==> config.mk <==
export PLATFORM = sky130hd
export DESIGN_NAME = fpro_bus_arbiter
export DESIGN_NICKNAME = d
export VERILOG_FILES = /design/src/rtl/fpro_bus_arbiter.sv
export SDC_FILE = /design/constraint.sdc
export NUM_CORES = 1
export LEC_CHECK = 0
export CORE_ASPECT_RATIO = 1.25
export CORE_UTILIZATION = 33
export DETAILED_ROUTE_END_ITERATION = 10
export HOLD_SLACK_MARGIN = 0.08
export PLACE_DENSITY = 0.76
export SLEW_MARGIN = 20
export SYNTH_ARGS = -nofsm -noshare
export SYNTH_HDL_FRONTEND = slang
export SYNTH_SLANG_ARGS = --single-unit
==> constraint.sdc <==
create_clock -name clk -period 1.1 [get_ports clk]
set_input_delay 0.11 -clock clk [delete_from_list [all_inputs] [get_ports clk]]
set_output_delay 0.11 -clock clk [all_outputs]
set_load 0.1 [all_outputs]
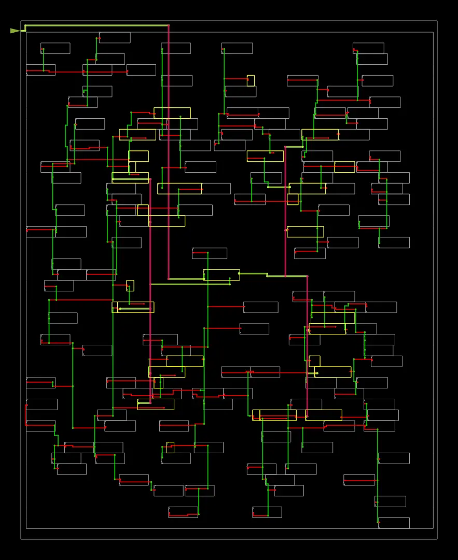
run_1/final_clocks.png
worst-skew pair later-pin latency: 410 ps
clock network power consumption: 5.51 mW

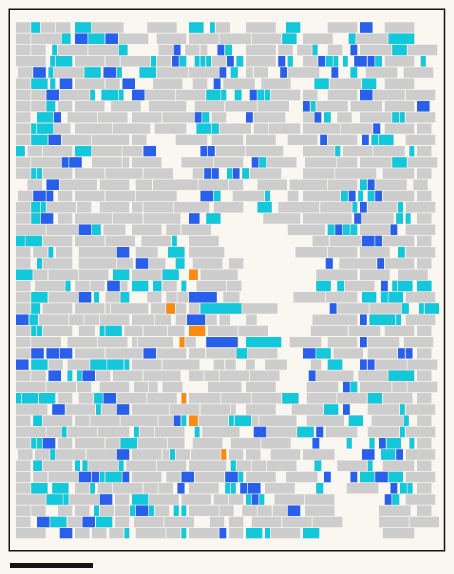
run_1/gate_families.png
The bar under the picture is 20 um long.
[NAND gates] cyan | cells: 208 | where: all over the die
[NOR gates] orange | cells: 7
[inverting AOI/OAI gates] blue | cells: 121 | where: all over the die
Comb area share: 22.0%
most frequent logic cell in the layout: sky130_fd_sc_hd__clkdlybuf4s50_1
post-route non-filler standard cell count: 1,000

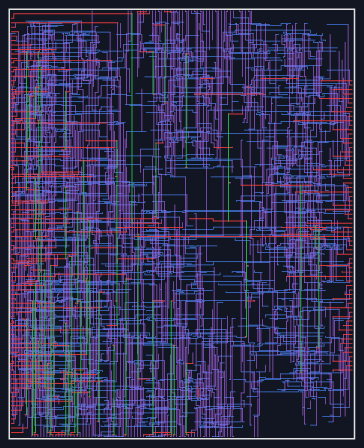
run_1/metal_stack.png
[met2] purple | wire length: 12,500 um
[met4] green | wire length: 1,520 um
[met1] blue | wire length: 7,550 um
[met3] red | wire length: 1,590 um
average wire per standard cell: 23.2 um
vias post-DR: 5,310
WL final: 23.2 mm
GRT Util Overall: 24.6%

==> CHANGELOG.md, run 1 <==
### Physical design

* DRC at 0
* Cell internal power dissipation at 9.93 mW
* Pwr per Cell Area at about 1300 mW/mm^2
* Cell with the most instances after synthesis: sky130_fd_sc_hd__nand2_1
* Worst setup EP type: register
* Pin count of the biggest net entering global routing at between 50 and 60
* Async SR Flop Fraction at 0%
* Overflow left after global routing at 0
* Global Route met2 Usage at a little under half
* Violations in the final reports: setup timing
* Total number of placement rows at 46
* Top routing layer used: met4
* Final worst setup slack at -181 ps
* Result of the run: finished with violations
* Clock-pin slew on the worst setup and hold paths at about 60 ps
* TritonCTS Sinks at 128
* Number of filler instances in the final layout at between 500 and 600
* Cell taking the most area after synthesis: sky130_fd_sc_hd__dfxtp_1
* Setup crit start kind: register
* Post-DP HPWL at approximately 12 mm
* Share of power burned in the clock network at 38.2%
* Area fraction in full adders, half adders and majority gates at 0%
* CTS buffer count at 17
* Post-Layout Inst Area at around 0.011 mm^2
* Average vias per placed instance at around 5.3
* H-tree lvl count at 4
* Final-report setup violation count at between 100 and 150
* Global placer's final weighted congestion at 0.833
* Path class of the lowest-slack min-delay path: primary input to register
* P_sw at about 4.5 mW
* Multiplexer area fraction after synthesis at 0.458%
* Chip area at about 0.014 mm^2
* Die W at ~100 um
* Most common library cells after synthesis: 141 x sky130_fd_sc_hd__nand2_1, 128 x sky130_fd_sc_hd__dfxtp_1, 64 x sky130_fd_sc_hd__nand3_1
* Static leakage at 4.27 nW
* Overall power at about 14 mW
* Summed negative setup slack over all endpoints at -7390 ps
* Worst hold margin at 118 ps
==> run 2, diff against run 1 <==
Settings changed: HOLD_SLACK_MARGIN 0.08 to default.
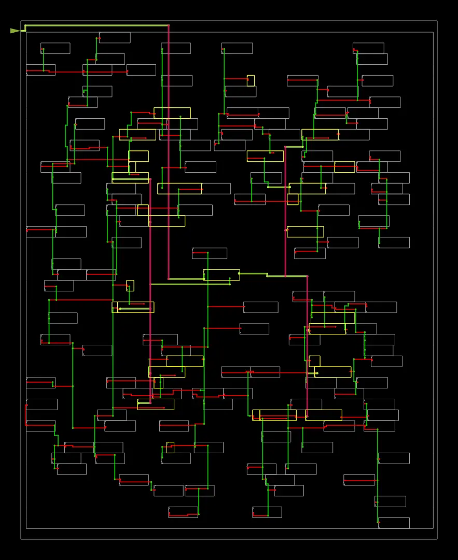
run_2/final_clocks.png
TritonCTS Sinks: 128
clock buffers: 20
clock skew: 11.9 ps
CTS buffer count: 17
Flops: 128

==> run 2 against run 1 <==
Utilization unchanged. Critical path type unchanged. Sequential share of layout area stayed put. Largest cell class unchanged. Global-route usage unchanged. Total power did not move. Clock power hardly changed. Critical endpoint unchanged. The flow still finishes with violations (setup timing).
==> CHANGELOG.md, run 2 <==
### Physical design

* Violations in the final reports: setup timing
* GRT Util Overall at 24.6% (unchanged)
* WL final at 23.2 mm (unchanged)
* Share of power burned in the clock network at 38.2% (about the same)
* Summed negative setup slack over all endpoints at -7390 ps (unchanged)
* Post-Layout Inst Area at 0.0107 mm^2 (unchanged)
* Top routing layer used: met4
* Pwr per Cell Area at 1350 mW/mm^2 (unchanged)
* Average vias per placed instance at 5.31 (unchanged)
* Final worst setup slack at -181 ps (unchanged)
* Static leakage at 4.27 nW (unchanged)
* Number of filler instances in the final layout at 597 (unchanged)
* P_sw at 4.50 mW (unchanged)
* Chip area at 0.0137 mm^2 (unchanged)
* Worst-skew pair later-pin latency at 410 ps (about the same)
* Cell with the most instances after synthesis: sky130_fd_sc_hd__nand2_1
* Die W at 105 um (unchanged)
* Async SR Flop Fraction at 0% (unchanged)
* Multiplexer area fraction after synthesis at 0.458% (unchanged)
* Worst setup EP type: register
* Final-report setup violation count at 116 (unchanged)
* Overall power at 14.4 mW (unchanged)
* Post-route non-filler standard cell count at 1,000 (unchanged)
* H-tree lvl count at 4 (unchanged)
* Cell internal power dissipation at 9.93 mW (unchanged)
* Comb area share at 22.0% (unchanged)
* Global Route met2 Usage at 47.3% (unchanged)
* Path class of the lowest-slack min-delay path: primary input to register
* Overflow left after global routing at 0 (unchanged)
* Result of the run: finished with violations
run_2/registers.png
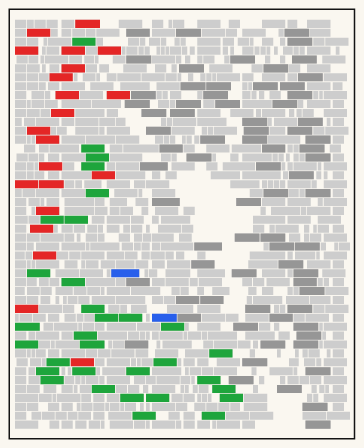

==> run 3, diff against run 2 <==
Settings changed: CORE_UTILIZATION 33 to 40, PLACE_DENSITY 0.76 to 0.86.
Clock period 1.1 ns to 1.6 ns, I/O delays scaled along.
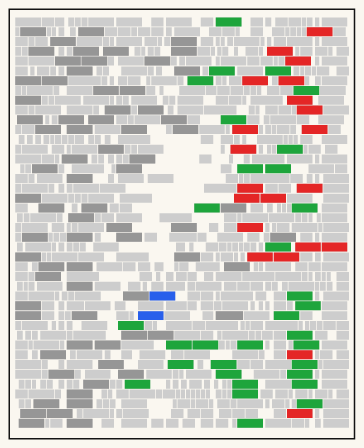
run_3/registers.png
[fp_wr_data] green | flops: 32
[state] blue | flops: 2
[fp_addr] red | flops: 21
not colored: 73
flip-flop and latch share of the layout cell area: 28.3%
sequential cell power: 3.43 mW

==> run 3 against run 2 <==
The flow now finishes without violations. Critical path depth did not move. Non-clock buffer count fell by 42. Hold slack improved by 23 ps. Sequential power fell by 32%. Combinational power fell by 46%. Clock-buffer cell count fell by 2. Clock skew fell by 0.91 ps. Utilization rose by 1.8 points. Synthesized cell count did not move. Largest cell class unchanged. Cell area fell by 16%. Final cell count fell by 8.1%.
==> CHANGELOG.md, run 3 <==
### Physical design

* Result of the run: finished clean
* Post-route non-filler standard cell count at 919 (-8.1%)
* Share of power burned in the clock network at 40.0% (+1.8 points)
* Pwr per Cell Area at 1020 mW/mm^2 (-24%)
* Top routing layer used: met4
* GRT Util Overall at 31.3% (+6.7 points)
* Static leakage at 3.62 nW (-15%)
* Overall power at 9.25 mW (-36%)
* Average vias per placed instance at 5.23 (-1.5%)
* Comb area share at 17.8% (-4.2 points)
* Number of filler instances in the final layout at 506 (-15%)
* WL final at 17.2 mm (-26%)
* Final-report setup violation count at 0 (-100%)
* Cell internal power dissipation at 6.39 mW (-36%)
* Overflow left after global routing at 0 (unchanged)
* CTS buffer count at 17 (unchanged)
* H-tree lvl count at 4 (unchanged)
* Async SR Flop Fraction at 0% (unchanged)
* Multiplexer area fraction after synthesis at 0.458% (unchanged)
* Clock skew at 11.0 ps (-0.908 ps)
* Post-Layout Inst Area at 0.00904 mm^2 (-16%)
* Final worst setup slack at 192 ps (+373 ps)
* Global Route met2 Usage at 55.6% (+8.3 points)
* Summed negative setup slack over all endpoints at 0 ps (+7390 ps)
* Cell with the most instances after synthesis: sky130_fd_sc_hd__nand2_1
Power and IR drop assume default switching activity.
